`src/rtl/wallace_mult_pipe.sv`:
```
// Two-stage pipelined WIDTH x WIDTH multiplier: Wallace carry-save tree, then registered carry-propagate add.
// Define WALLACE_SIGNED_EN to build the Baugh-Wooley signed mode selected by tc; otherwise tc only rides along to p_tc.
module wallace_mult_pipe #(
  parameter  int WIDTH = 8,
  localparam int PW    = 2 * WIDTH
) (
  input  logic             clk,
  input  logic             rst,
  input  logic [WIDTH-1:0] a,
  input  logic [WIDTH-1:0] b,
  input  logic             tc,
  input  logic             in_valid,
  output logic             in_ready,
  output logic [PW-1:0]    p,
  output logic             p_tc,
  output logic             out_valid,
  input  logic             out_ready
);

`ifdef WALLACE_SIGNED_EN
  localparam int NPP = WIDTH + 1;
  localparam logic [PW-1:0] BW_CONST = (PW'(1) << WIDTH) | (PW'(1) << (PW - 1));
`else
  localparam int NPP = WIDTH;
`endif

  function automatic int rows_after(input int lvl);
    int n;
    n = NPP;
    for (int i = 0; i < lvl; i++) n = 2 * (n / 3) + (n % 3);
    return n;
  endfunction

  function automatic int num_levels();
    int n;
    int l;
    n = NPP;
    l = 0;
    while (n > 2) begin
      n = 2 * (n / 3) + (n % 3);
      l++;
    end
    return l;
  endfunction

  localparam int NLEV = num_levels();

  // tree[l][r] is row r after l reduction levels; rows past the live count are tied to zero.
  logic [PW-1:0] tree [0:NLEV][0:NPP-1];

  for (genvar i = 0; i < WIDTH; i++) begin : g_pp_row
    logic [WIDTH-1:0] pp;
    for (genvar j = 0; j < WIDTH; j++) begin : g_pp_bit
`ifdef WALLACE_SIGNED_EN
      if ((i == WIDTH - 1) != (j == WIDTH - 1)) begin : g_bw
        assign pp[j] = (a[j] & b[i]) ^ tc;
      end else begin : g_plain
        assign pp[j] = a[j] & b[i];
      end
`else
      assign pp[j] = a[j] & b[i];
`endif
    end
    assign tree[0][i] = {{WIDTH{1'b0}}, pp} << i;
  end

`ifdef WALLACE_SIGNED_EN
  assign tree[0][WIDTH] = tc ? BW_CONST : '0;
`endif

  // Each level: FA per column on every full group of three rows, HA on a leftover pair, pass a single leftover.
  for (genvar l = 0; l < NLEV; l++) begin : g_lvl
    localparam int N    = rows_after(l);
    localparam int NG   = N / 3;
    localparam int NOUT = rows_after(l + 1);
    for (genvar g = 0; g < NG; g++) begin : g_fa
      assign tree[l+1][2*g]   = tree[l][3*g] ^ tree[l][3*g+1] ^ tree[l][3*g+2];
      assign tree[l+1][2*g+1] = ((tree[l][3*g] & tree[l][3*g+1]) |
                                 (tree[l][3*g] & tree[l][3*g+2]) |
                                 (tree[l][3*g+1] & tree[l][3*g+2])) << 1;
    end
    if (N % 3 == 2) begin : g_ha
      assign tree[l+1][2*NG]   = tree[l][3*NG] ^ tree[l][3*NG+1];
      assign tree[l+1][2*NG+1] = (tree[l][3*NG] & tree[l][3*NG+1]) << 1;
    end else if (N % 3 == 1) begin : g_pass
      assign tree[l+1][2*NG] = tree[l][3*NG];
    end
    for (genvar r = NOUT; r < NPP; r++) begin : g_zero
      assign tree[l+1][r] = '0;
    end
  end

  // Handshake: a transfer happens on a rising edge where valid && ready; ready never looks at valid,
  // and a stage only advances when its downstream stage is empty or advancing in the same cycle.
  logic          s1_valid_q, s1_valid_d;
  logic [PW-1:0] sum_q, sum_d, carry_q, carry_d;
  logic          tc1_q, tc1_d;
  logic          s2_valid_q, s2_valid_d;
  logic [PW-1:0] p_q, p_d;
  logic          p_tc_q, p_tc_d;
  logic          s1_adv, s2_adv;

  always_comb begin
    s1_valid_d = s1_valid_q;
    sum_d      = sum_q;
    carry_d    = carry_q;
    tc1_d      = tc1_q;
    s2_valid_d = s2_valid_q;
    p_d        = p_q;
    p_tc_d     = p_tc_q;
    s2_adv     = !s2_valid_q || out_ready;
    s1_adv     = !s1_valid_q || s2_adv;
    if (s2_adv) begin
      s2_valid_d = s1_valid_q;
      if (s1_valid_q) begin
        p_d    = sum_q + carry_q;
        p_tc_d = tc1_q;
      end
    end
    if (s1_adv) begin
      s1_valid_d = in_valid;
      if (in_valid) begin
        sum_d   = tree[NLEV][0];
        carry_d = tree[NLEV][1];
        tc1_d   = tc;
      end
    end
  end

  always_ff @(posedge clk or posedge rst) begin
    if (rst) begin
      s1_valid_q <= 1'b0;
      sum_q      <= '0;
      carry_q    <= '0;
      tc1_q      <= 1'b0;
      s2_valid_q <= 1'b0;
      p_q        <= '0;
      p_tc_q     <= 1'b0;
    end else begin
      s1_valid_q <= s1_valid_d;
      sum_q      <= sum_d;
      carry_q    <= carry_d;
      tc1_q      <= tc1_d;
      s2_valid_q <= s2_valid_d;
      p_q        <= p_d;
      p_tc_q     <= p_tc_d;
    end
  end

  assign in_ready  = !rst && s1_adv;
  assign out_valid = s2_valid_q;
  assign p         = s2_valid_q ? p_q : '0;
  assign p_tc      = p_tc_q;

endmodule
```
`config.mk`:
```
export PLATFORM = sky130hd
export DESIGN_NAME = wallace_mult_pipe
export DESIGN_NICKNAME = d
export VERILOG_FILES = /design/src/rtl/wallace_mult_pipe.sv
export SDC_FILE = /design/constraint.sdc
export NUM_CORES = 1
export LEC_CHECK = 0
export ABC_AREA = 1
export CORE_MARGIN = 8
export CORE_UTILIZATION = 30
export CTS_CLUSTER_DIAMETER = 120
export CTS_CLUSTER_SIZE = 14
export DETAILED_ROUTE_END_ITERATION = 12
export PLACE_DENSITY_LB_ADDON = 0.1
export SETUP_SLACK_MARGIN = 0.02
export SLEW_MARGIN = 30
export SYNTH_ARGS = -nofsm -noshare
export SYNTH_HDL_FRONTEND = slang
export SYNTH_SLANG_ARGS = --single-unit
```
`constraint.sdc`:
```
create_clock -name clk -period 2.86 [get_ports clk]
set_input_delay 0.286 -clock clk [delete_from_list [all_inputs] [get_ports clk]]
set_output_delay 0.286 -clock clk [all_outputs]
set_load 0.05 [all_outputs]
```
run_1/met1.png
The bar under the picture is 50 microns long. Supply wires on this layer in gray.
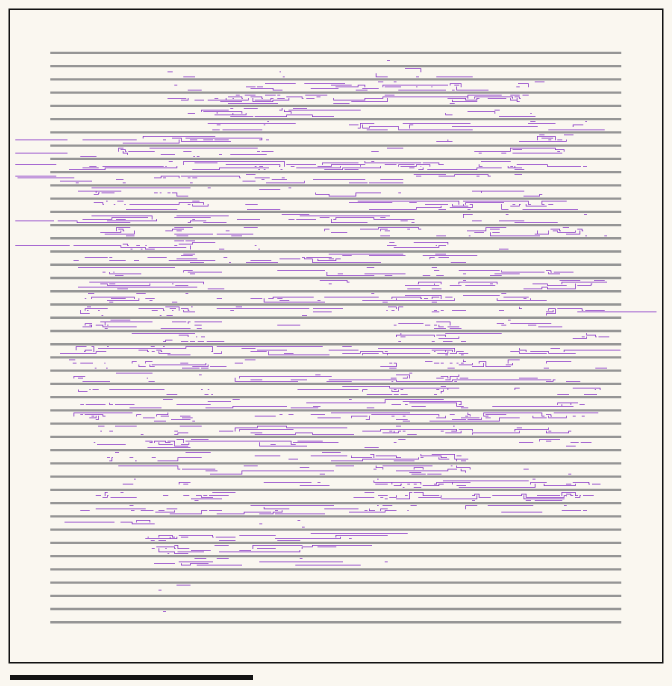
nets with wire on the layer: 605
main direction: horizontal
share of all routed wire: 50%
longest straight run: 24.4 microns
wire length on this layer: 4210 microns
met1 Resource Use GR: 12.9%
via count of the routed design: 2993
wire length after detailed routing: 8490 microns

run_1/met2.png
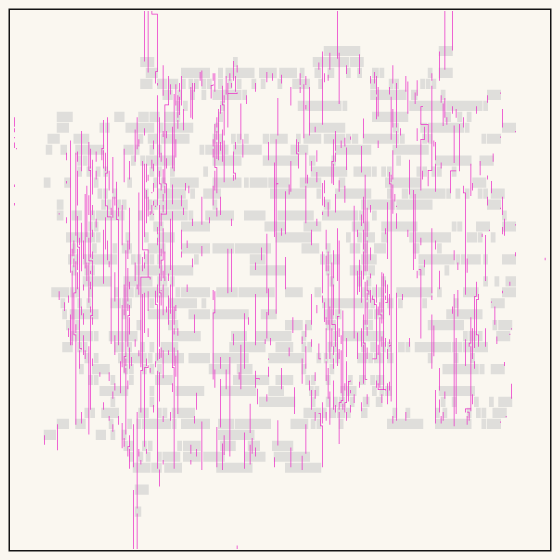
nets with wire on the layer: 479
wire length on this layer: 3830 microns
M2 GR Usage: 16.4%

run_1/met3.png
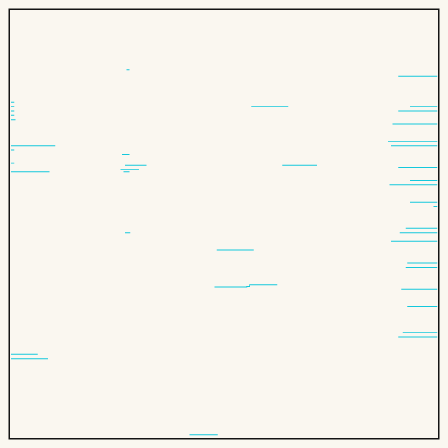
main direction: horizontal
share of all routed wire: 4.1%

run 1: kinds of logic after synthesis:
group           synth area share (%)
flops                           28.2
buf+inv                         14.9
mux                             6.57
compound gates                  2.91
simple gates                    18.2
fa+ha+maj                       28.4
xor+xnor                       0.840
run 1: metrics by stage:
stage	setup TNS [ps]	hold slack, ps	setup slack (ps)	instances
4_1_cts	0	485	21.5	739
3_5_place_dp	-8090	467	-588	730
3_3_place_gp	-7520	466	-547	730
5_1_grt	0	499	0.375	739
6_report	0	480	91.9	739
2_1_floorplan	-28.5	442	-28.5	512
run 1: layer usage:
metal	vias up	share of wire [%]	global-route usage (%)
met3	7	4.1	1.72
met2	47	45	16.4
li1	1579	-	-
met5	-	0	0
met1	1360	50	12.9
met4	0	1.3	3.43
==> flow_metrics.py, run 1 <==
# Generated from Yosys and OpenROAD reports
metrics = {
    "placed_design": {
        "port-buffer-count": 39,
        "post_dp_hpwl_microns": 7190,
        "postPlaceCellArea_sq_um": 4830,
    },
    "job": {
        "stage_log_warnings": 28,
        "max_cap_viol_count": 0,
    },
    "pwr": {
        "power.clock.total_mw": 0.565,
        "largestPowerGroup": "combinational cells",
        "netSwitchingFraction_pct": 42.7,
        "report.power.total_mw": 3.45,
        "cell_internal_pwr_mw": 1.97,
        "clockPowerShare_pct": 16.4,
        "comb_power_share_pct": 53.7,
        "power_sequential_mw": 1.03,
        "combinationalPower_mw": 1.85,
        "power_frac_seq_pct": 30.0,
        "irDropWorstVdd_v": 0.000261,
    },
    "min_path": {
        "worst_hold_path.endpoint": "p_q[10]$_DFFE_PP0P_",
        "worst_hold_path_type": "register to register",
        "hold_depth": 2,
        "timing.hold.worst.start": "p_q[10]$_DFFE_PP0P_",
    },
    "floorplan": {
        "die_area_sq_um": 17900,
        "die_x_microns": 134,
        "tapcell.inserted": 180,
        "floorplan.core_util_pct": 30.4,
        "io_pins": 40,
        "placement_rows": 43,
        "core_box_area_sq_um": 13700,
    },
    "logic_synthesis": {
        "avgSynthCellArea_sq_um": 8.15,
        "syn-num-nets": 605,
        "ys_top_cells_by_count": "sky130_fd_sc_hd__nand2_1 (152), sky130_fd_sc_hd__inv_1 (134), sky130_fd_sc_hd__dfrtp_1 (47), sky130_fd_sc_hd__fa_1 (38), sky130_fd_sc_hd__ha_1 (34)",
        "synth_area_sq_um": 4170,
        "synth_stat.cells": 512,
        "dominant_register_cell": "sky130_fd_sc_hd__dfrtp_1",
        "synth_top_cell_by_count": "sky130_fd_sc_hd__nand2_1",
        "synth_warnings": 0,
        "post_synth_num_cell_types": 24,
        "netlist_instances": 512,
        "yosys-stat-area_sq_um": 4170,
        "synth-edff-count": 0,
        "ys_seq_share_pct": 28.2,
        "post-synth-top-area-fraction_pct": 28.2,
        "synth_async_sr_flop_share_pct": 100,
    },
    "critical_path": {
        "crit_fanout": 3,
        "critical-path-top-delay-family": "adder cells",
        "worstPathCellList": "dlygate4sd2_1, nand2_1, fa_1, fa_1, inv_1, fa_1, fa_1, mux2_4",
        "critPathMostFrequentCell": "sky130_fd_sc_hd__fa_1",
        "critPathArrivalTime_ps": 2940,
        "crit_path_end": "sum_q[7]$_DFFE_PP0P_",
        "worstRegToRegCells": 5,
        "cp-startpoint": "b[0]",
        "rrSetupSlack_ps": 970,
        "timing.critical_path.slowest_cell_delay_ps": 540,
        "startpoint_type": "input port",
        "setup.worst_path.end_class": "register",
        "worst_path_max_delay_cell": "sky130_fd_sc_hd__fa_1",
        "timing.critical_path.buf_inv": 2,
        "timing.rr.end": "p_q[13]$_DFFE_PP0P_",
    },
    "cts": {
        "numCtsBuffers": 5,
        "cts_setup_buffers": 1,
        "numClockSinks": 47,
        "cts_tree": "done",
        "clock_latency_ps": 280,
        "cts_root_buffer": "sky130_fd_sc_hd__clkbuf_16",
        "cts_resized": 20,
        "clock_path_buffers": 2,
        "ctsHoldBuffers": 0,
        "cts.reportedPaths.clkPinSlew_ps": 60,
        "cts-htree-levels": 2,
    },
    "route": {
        "drt_iter0_markers": 117,
        "drtPass1Iterations": 4,
        "drt-vias-per-instance": 4.05,
        "drt.antenna.violating_nets": 0,
    },
    "layout": {
        "finalCoreUtilization_pct": 36.0,
        "syn2layout_area_growth_pct": 18.5,
        "final_layout_top_logic_cells": "sky130_fd_sc_hd__nand2_1 (152), sky130_fd_sc_hd__inv_1 (133), sky130_fd_sc_hd__dfrtp_1 (47)",
        "net_count_of_the_finished_layout": 651,
        "non_clock_inverter_count": 134,
        "sequential_cell_area_sq_um": 1180,
        "final-comb-area_sq_um": 2370,
        "combAreaFraction_pct": 48.0,
        "reg.largest.list": "p_q: 16 flops, sum_q: 16 flops, carry_q: 11 flops",
        "final.fill_count": 1457,
        "final-clk-cell-share_pct": 2.86,
        "n_all_buffers": 62,
        "layout_top_cell": "sky130_fd_sc_hd__nand2_1",
        "bufAreaShareNonClock_pct": 10.6,
        "area_dominant_class": "logic gates",
    },
    "timing": {
        "rsz_0062_raised_after_global_routing": "true",
        "timing.final.crit_period_ps": 2770,
        "hold_violations": 0,
        "max_slew_margin_pct": 58.5,
        "number_of_failing_setup_endpoints_in_the_final_timing_report": 0,
        "fin_skew_ps": 3.38,
        "achievable-frequency_mhz": 361,
        "finalMaxSlewViolations": 0,
    },
    "grt": {
        "grt_antenna_before_repair": 0,
        "global_route_wire_length_before_repair_microns": 14800,
    },
    "outcome": {
        "run_status": "complete, no violations",
    },
}
--- run 2 (diff from run 1) ---
--- a/config.mk
+++ b/config.mk
@@ -6,6 +6,7 @@
 export NUM_CORES = 1
 export LEC_CHECK = 0
 export ABC_AREA = 1
+export ABC_CLOCK_PERIOD_IN_PS = 2860
 export CORE_MARGIN = 8
 export CORE_UTILIZATION = 30
 export CTS_CLUSTER_DIAMETER = 120
run_2/final_congestion.png
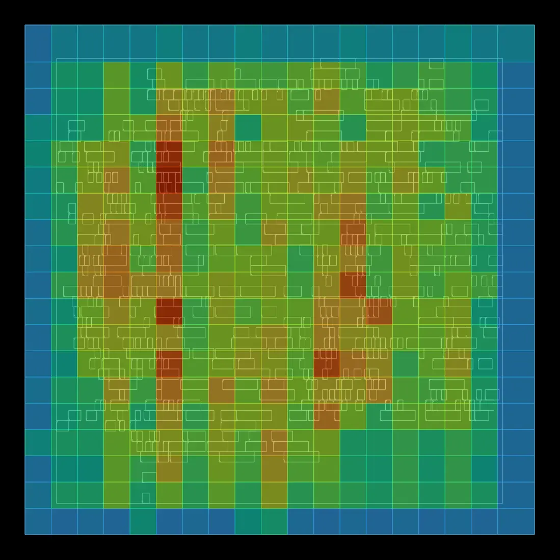
wire per inst: 11.5 microns
global-route track usage on met3: 1.72%
Overall Global Routing Usage: 9.96%

run_2/met1.png
The bar under the picture is 50 microns long. Supply wires on this layer in gray.
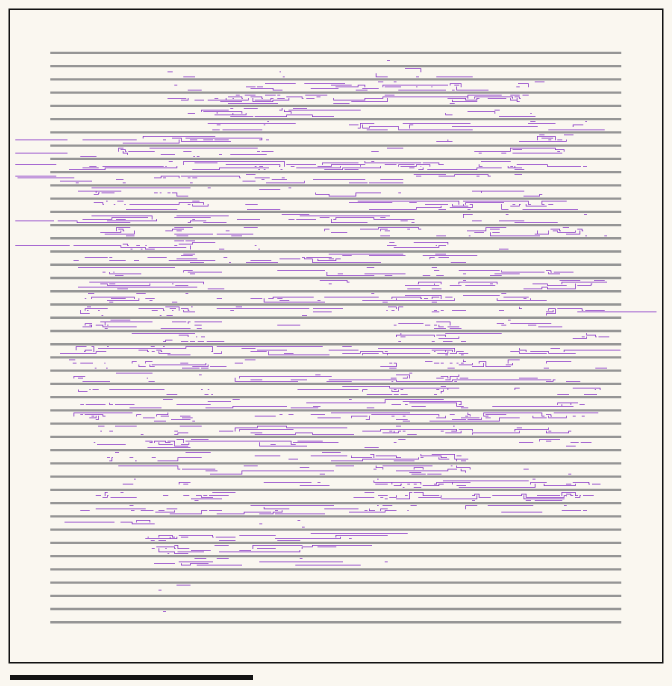
longest straight run: 24.4 microns
nets with wire on the layer: 605
main direction: horizontal
share of all routed wire: 50%
wire length on this layer: 4210 microns

==> run 2 against run 1 <==
Sequential share of layout area is the same. Maximum frequency is the same. Combinational power is essentially flat. Clock power is essentially flat. Critical path depth is the same. Critical path type unchanged. Non-clock buffer count is the same. Core utilization is the same.
==> flow_metrics.py, run 2 <==
# Generated from Yosys and OpenROAD reports
metrics = {
    "pwr": {
        "cell_internal_pwr_mw": 1.97,
        "combinationalPower_mw": 1.85,
        "comb_power_share_pct": 53.7,
        "report.power.total_mw": 3.45,
        "clockPowerShare_pct": 16.4,
        "power_frac_seq_pct": 30.0,
    },
    "route": {
        "met3_routed_wirelength_microns": 344,
        "drt.antenna.violating_nets": 0,
        "num_vias": 2993,
        "detailroute.wirelength.met2_microns": 3830,
        "drtPass1Iterations": 4,
        "highest-signal-layer": "met4",
    },
    "grt": {
        "grt_use_met2_pct": 16.4,
        "gr-max-usage-layer": "met2",
        "global_route.usage.met1_pct": 12.9,
    },
    "critical_path": {
        "critPathMostFrequentCell": "sky130_fd_sc_hd__fa_1",
        "timing.critical_path.slowest_cell_delay_ps": 540,
        "critical-path-top-delay-family": "adder cells",
        "worstRegToRegCells": 5,
        "timing.critical_path.buf_inv": 2,
        "crit_path_end": "sum_q[7]$_DFFE_PP0P_",
        "critPathArrivalTime_ps": 2940,
        "startpoint_type": "input port",
        "worstPathCellList": "dlygate4sd2_1, nand2_1, fa_1, fa_1, inv_1, fa_1, fa_1, mux2_4",
        "timing.rr.end": "p_q[13]$_DFFE_PP0P_",
        "rrSetupSlack_ps": 970,
    },
    "floorplan": {
        "die_x_microns": 134,
        "die_area_sq_um": 17900,
        "placement_rows": 43,
        "io_pins": 40,
        "floorplan.core_util_pct": 30.4,
    },
    "timing": {
        "fin_skew_ps": 3.38,
        "achievable-frequency_mhz": 361,
        "timing.final.crit_period_ps": 2770,
        "setup_tns_ps": 0,
        "number_of_failing_setup_endpoints_in_the_final_timing_report": 0,
        "hold_violations": 0,
        "max_slew_margin_pct": 58.5,
        "rsz_0062_raised_after_global_routing": "true",
    },
    "layout": {
        "finalCoreUtilization_pct": 36.0,
        "final.fill_count": 1457,
        "syn2layout_area_growth_pct": 18.5,
        "reg.largest.list": "p_q: 16 flops, sum_q: 16 flops, carry_q: 11 flops",
        "layout_top_cell": "sky130_fd_sc_hd__nand2_1",
        "net_count_of_the_finished_layout": 651,
        "final_layout_top_logic_cells": "sky130_fd_sc_hd__nand2_1 (152), sky130_fd_sc_hd__inv_1 (133), sky130_fd_sc_hd__dfrtp_1 (47)",
    },
    "logic_synthesis": {
        "synth_async_sr_flop_share_pct": 100,
        "yosys-stat-area_sq_um": 4170,
        "fa_ha_area_share_pct": 28.4,
        "synth.mux.area_fraction_pct": 6.57,
        "synth_warnings": 0,
        "post_synth_num_cell_types": 24,
        "synth_top_cell_by_count": "sky130_fd_sc_hd__nand2_1",
        "ys_top_cells_by_count": "sky130_fd_sc_hd__nand2_1 (152), sky130_fd_sc_hd__inv_1 (134), sky130_fd_sc_hd__dfrtp_1 (47), sky130_fd_sc_hd__fa_1 (38), sky130_fd_sc_hd__ha_1 (34)",
        "simple_gate_area_share_pct": 18.2,
        "netlist_instances": 512,
        "synth.logic.top_family": "adder cells",
        "avgSynthCellArea_sq_um": 8.15,
        "synth_stat.cells": 512,
        "dominant_register_cell": "sky130_fd_sc_hd__dfrtp_1",
        "syn-num-nets": 605,
    },
    "cts": {
        "cts_setup_buffers": 1,
        "cts_resized": 20,
        "cts_root_buffer": "sky130_fd_sc_hd__clkbuf_16",
        "clock_path_buffers": 2,
        "cts_tree": "done",
        "cts.reportedPaths.clkPinSlew_ps": 60,
        "numCtsBuffers": 5,
        "ctsHoldBuffers": 0,
        "cts-htree-levels": 2,
        "numClockSinks": 47,
        "clock_latency_ps": 280,
    },
    "placed_design": {
        "post_dp_hpwl_microns": 7190,
        "postPlaceCellArea_sq_um": 4830,
        "pre_cts_ws_ps": -588,
        "port-buffer-count": 39,
        "dp.cells": 730,
    },
    "min_path": {
        "worst_hold_path.endpoint": "p_q[10]$_DFFE_PP0P_",
        "timing.hold.worst.start": "p_q[10]$_DFFE_PP0P_",
    },
    "outcome": {
        "run_status": "complete, no violations",
    },
}
run_2/cell_classes.png
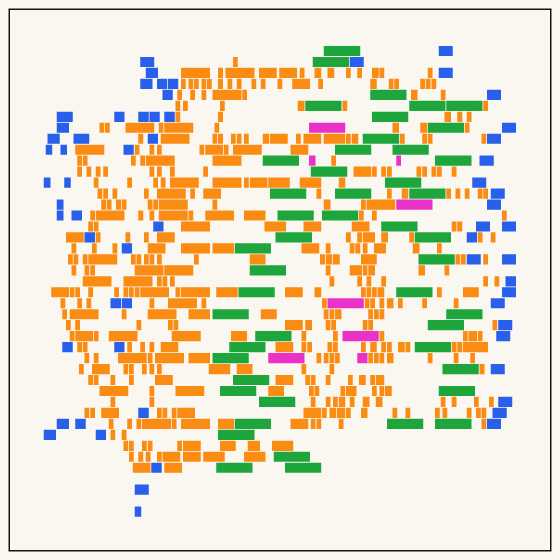
| color | class | cells |
|---|---|---|
| blue | other buffers and delay cells | 62 |
| green | flip-flops | 47 |
| orange | all other logic | 442 |
| magenta | clock drivers and dummy loads | 8 |

-- run 2: worst register-to-register path, cell delays in order, from the launching register on --
cell and delay, ps:
sky130_fd_sc_hd__dfrtp_1 740, sky130_fd_sc_hd__nand2_1 170, sky130_fd_sc_hd__nand2_2 390, sky130_fd_sc_hd__inv_1 260, sky130_fd_sc_hd__nand3_1 160, sky130_fd_sc_hd__nand2_1 50
-- run 2: final cells by class --
| cell class | instances | area [sq um] | area share (%) |
|---|---|---|---|
| clock buffers | 6 | 129 | 2.61 |
| clock inverters | 2 | 12.5 | 0.253 |
| inverters | 134 | 503 | 10.2 |
| multi-input cells | 308 | 2370 | 48.0 |
| flip-flops and latches | 47 | 1180 | 23.8 |
| well taps | 180 | 225 | 4.56 |
| repair buffers | 62 | 523 | 10.6 |
run_2/met3.png
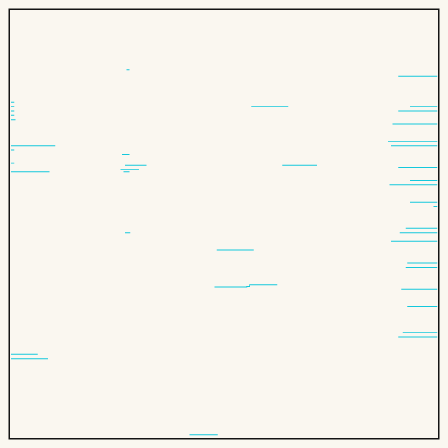

--- run 3 (diff from run 2) ---
--- a/config.mk
+++ b/config.mk
@@ -7,6 +7,8 @@
 export LEC_CHECK = 0
 export ABC_AREA = 1
 export ABC_CLOCK_PERIOD_IN_PS = 2860
+export CELL_PAD_IN_SITES_DETAIL_PLACEMENT = 1
+export CELL_PAD_IN_SITES_GLOBAL_PLACEMENT = 1
 export CORE_MARGIN = 8
 export CORE_UTILIZATION = 30
 export CTS_CLUSTER_DIAMETER = 120
run_3/met3.png
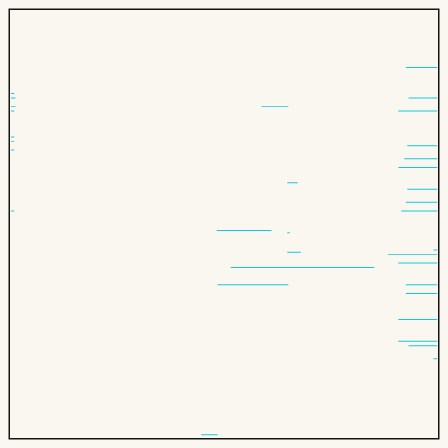
longest straight run: 44.6 microns
main direction: horizontal
wire length on this layer: 281 microns
wire length after detailed routing: 9310 microns
global-route track usage on met3: 1.46%
via count of the routed design: 3042

run_3/cell_classes.png
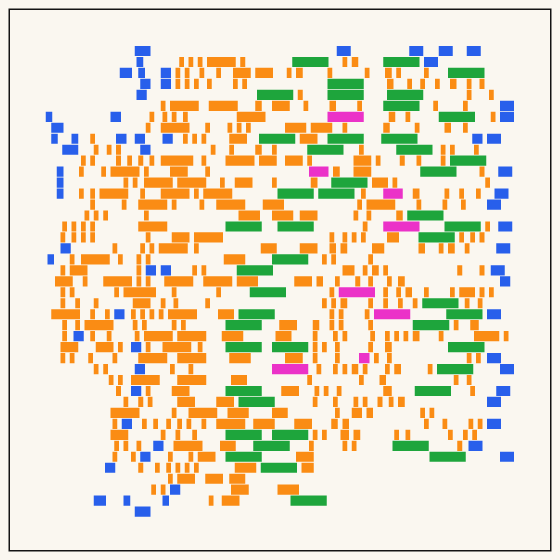
| color | class | cells |
|---|---|---|
| orange | all other logic | 442 |
| green | flip-flops | 47 |
| blue | other buffers and delay cells | 63 |
| magenta | clock drivers and dummy loads | 8 |

==> run 3 against run 2 <==
Via count rose by 1.6%. Synthesized area is the same. Cell count increased by 0.14%. Synthesized cell count is the same. Critical path depth unchanged. Flip-flop count unchanged. Final area increased by 0.33%. Non-clock buffer count grew 1. Clock skew is 1.3 ps higher. Maximum frequency rose by 1.8%. Largest power group unchanged. Highest routed layer unchanged.
==> flow_metrics.py, run 3 <==
# Generated from Yosys and OpenROAD reports
metrics = {
    "route": {
        "drt-vias-per-instance": 4.11,
        "drtPass1Iterations": 4,
        "met3_routed_wirelength_microns": 280,
        "drt.antenna.violating_nets": 0,
        "detailroute.wirelength.met2_microns": 4510,
        "wl_per_cell_microns": 12.6,
        "drcViolationCount": 0,
        "highest-signal-layer": "met4",
    },
    "min_path": {
        "worst_hold_path_type": "input port to register",
        "timing.hold.worst.start": "b[0]",
        "worst_hold_path.endpoint": "sum_q[0]$_DFFE_PP0P_",
    },
    "timing": {
        "finalMaxSlewViolations": 0,
        "max_slew_margin_pct": 59.4,
        "number_of_failing_setup_endpoints_in_the_final_timing_report": 0,
        "setup_tns_ps": 0,
        "fin_skew_ps": 4.69,
        "post-route-period-util_pct": 95.1,
        "achievable-frequency_mhz": 368,
        "hold_violations": 0,
        "setup_ws_ps": 141,
        "timing.final.crit_period_ps": 2720,
        "rsz_0062_raised_after_global_routing": "false",
        "finalHoldWorstSlack_ps": 456,
    },
    "layout": {
        "stdcell_area_sq_um": 4960,
        "finalCoreUtilization_pct": 36.2,
        "final_layout_top_logic_cells": "sky130_fd_sc_hd__nand2_1 (152), sky130_fd_sc_hd__inv_1 (133), sky130_fd_sc_hd__dfrtp_1 (47)",
        "syn2layout_area_growth_pct": 18.9,
        "layout_top_cell": "sky130_fd_sc_hd__nand2_1",
        "inserted_diodes": 0,
        "reg.largest.list": "p_q: 16 flops, sum_q: 16 flops, carry_q: 11 flops",
        "net_count_of_the_finished_layout": 652,
    },
    "logic_synthesis": {
        "ys_top_cells_by_count": "sky130_fd_sc_hd__nand2_1 (152), sky130_fd_sc_hd__inv_1 (134), sky130_fd_sc_hd__dfrtp_1 (47), sky130_fd_sc_hd__fa_1 (38), sky130_fd_sc_hd__ha_1 (34)",
        "synth.mux.area_fraction_pct": 6.57,
        "post_synth_num_cell_types": 24,
        "avgSynthCellArea_sq_um": 8.15,
        "synth_async_sr_flop_share_pct": 100,
        "synth_stat.cells": 512,
        "dominant_register_cell": "sky130_fd_sc_hd__dfrtp_1",
        "biggest_area_contributors_in_the_synthesized_netlist": "sky130_fd_sc_hd__dfrtp_1 (28%), sky130_fd_sc_hd__fa_1 (18%), sky130_fd_sc_hd__nand2_1 (14%)",
        "post_synth_xor_area_fraction_pct": 0.840,
        "synth_top_cell_by_count": "sky130_fd_sc_hd__nand2_1",
        "syn-num-nets": 605,
        "netlist_instances": 512,
        "synth.logic.top_family": "adder cells",
        "synth_warnings": 0,
        "ys_seq_share_pct": 28.2,
        "simple_gate_area_share_pct": 18.2,
        "synth_top_cell_by_area": "sky130_fd_sc_hd__dfrtp_1",
        "fa_ha_area_share_pct": 28.4,
        "synth-edff-count": 0,
        "synth.cellmix.compoundShare_pct": 2.91,
        "post-synth-top-area-fraction_pct": 28.2,
        "yosys-stat-area_sq_um": 4170,
    },
    "placed_design": {
        "port-buffer-count": 39,
        "postPlaceCellArea_sq_um": 4850,
        "post_dp_hpwl_microns": 7950,
        "dp.cells": 732,
        "pre_cts_ws_ps": -616,
    },
    "cts": {
        "numCtsBuffers": 5,
        "cts_setup_buffers": 0,
        "clock_latency_ps": 290,
        "clock_path_buffers": 2,
        "cts_tree": "done",
        "numClockSinks": 47,
        "cts.reportedPaths.clkPinSlew_ps": 60,
        "cts_root_buffer": "sky130_fd_sc_hd__clkbuf_16",
        "cts-htree-levels": 2,
    },
    "pwr": {
        "p_leak_nw": 3.00,
        "report.power.total_mw": 3.53,
    },
    "critical_path": {
        "timing.critical_path.depth": 8,
        "critPathArrivalTime_ps": 2890,
        "rrSetupSlack_ps": 960,
        "worst_path_max_delay_cell": "sky130_fd_sc_hd__fa_1",
        "worstPathCellList": "clkdlybuf4s15_2, nand2_1, fa_1, fa_1, inv_1, fa_1, fa_1, mux2_4",
        "required_time_at_the_endpoint_of_the_critical_path_ps": 3040,
        "critical-path-top-delay-family": "adder cells",
        "crit_fanout": 5,
        "cp-startpoint": "b[1]",
        "crit_path_end": "sum_q[7]$_DFFE_PP0P_",
        "timing.rr.end": "p_q[14]$_DFFE_PP0P_",
        "timing.critical_path.slowest_cell_delay_ps": 540,
        "worstRegToRegCells": 5,
        "setup.worst_path.end_class": "register",
        "critPathMostFrequentCell": "sky130_fd_sc_hd__fa_1",
        "startpoint_type": "input port",
        "timing.critical_path.buf_inv": 2,
    },
    "floorplan": {
        "floorplan.core_util_pct": 30.4,
        "io_pins": 40,
        "die_area_sq_um": 17900,
        "placement_rows": 43,
        "die_x_microns": 134,
    },
    "job": {
        "max_cap_viol_count": 0,
        "stage_log_warnings": 27,
    },
    "grt": {
        "global_route.usage.total_pct": 11.3,
        "vias_in_the_first_global_route": 3455,
        "gr-max-usage-layer": "met2",
        "global_route.usage.met1_pct": 14.3,
        "globalRouteOverflowTotal": 0,
    },
    "outcome": {
        "run_status": "complete, no violations",
    },
}
run_3/met2.png
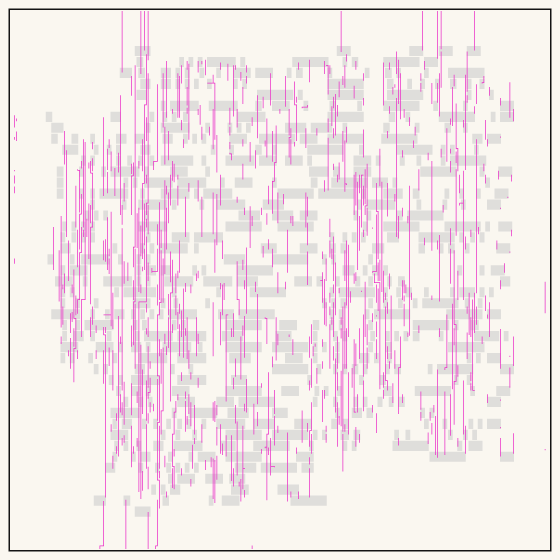
longest straight run: 47.1 microns
main direction: vertical
nets with wire on the layer: 512
M2 GR Usage: 19.7%

==> run 3: cell counts after synthesis <==
Identical to the previous run, type by type.
==> run 3: layout make-up <==
type	instances	area (sq um)
fill	1643	8760
multi-input combinational	308	2380
sequential	47	1180
timing repair buffer	63	515
inverter	134	503
tap	180	225
clock buffer	7	153
clock inverter	1	7.51
==> run 3: power by group <==
group          total, mW  leakage, nW  internal (mW)  switching, mW
clock              0.617       0.0761          0.372          0.245
sequential          1.04        0.581          0.895          0.140
combinational       1.88         2.34          0.762           1.12
==> run 3: timing repair <==
item	CTS	global route
pin swaps	2	3
hold buffers	0	0
gates resized	32	20
endpoints found under the setup margin	17	8
Power figures rest on the tool's default switching activity, not on a simulated workload.
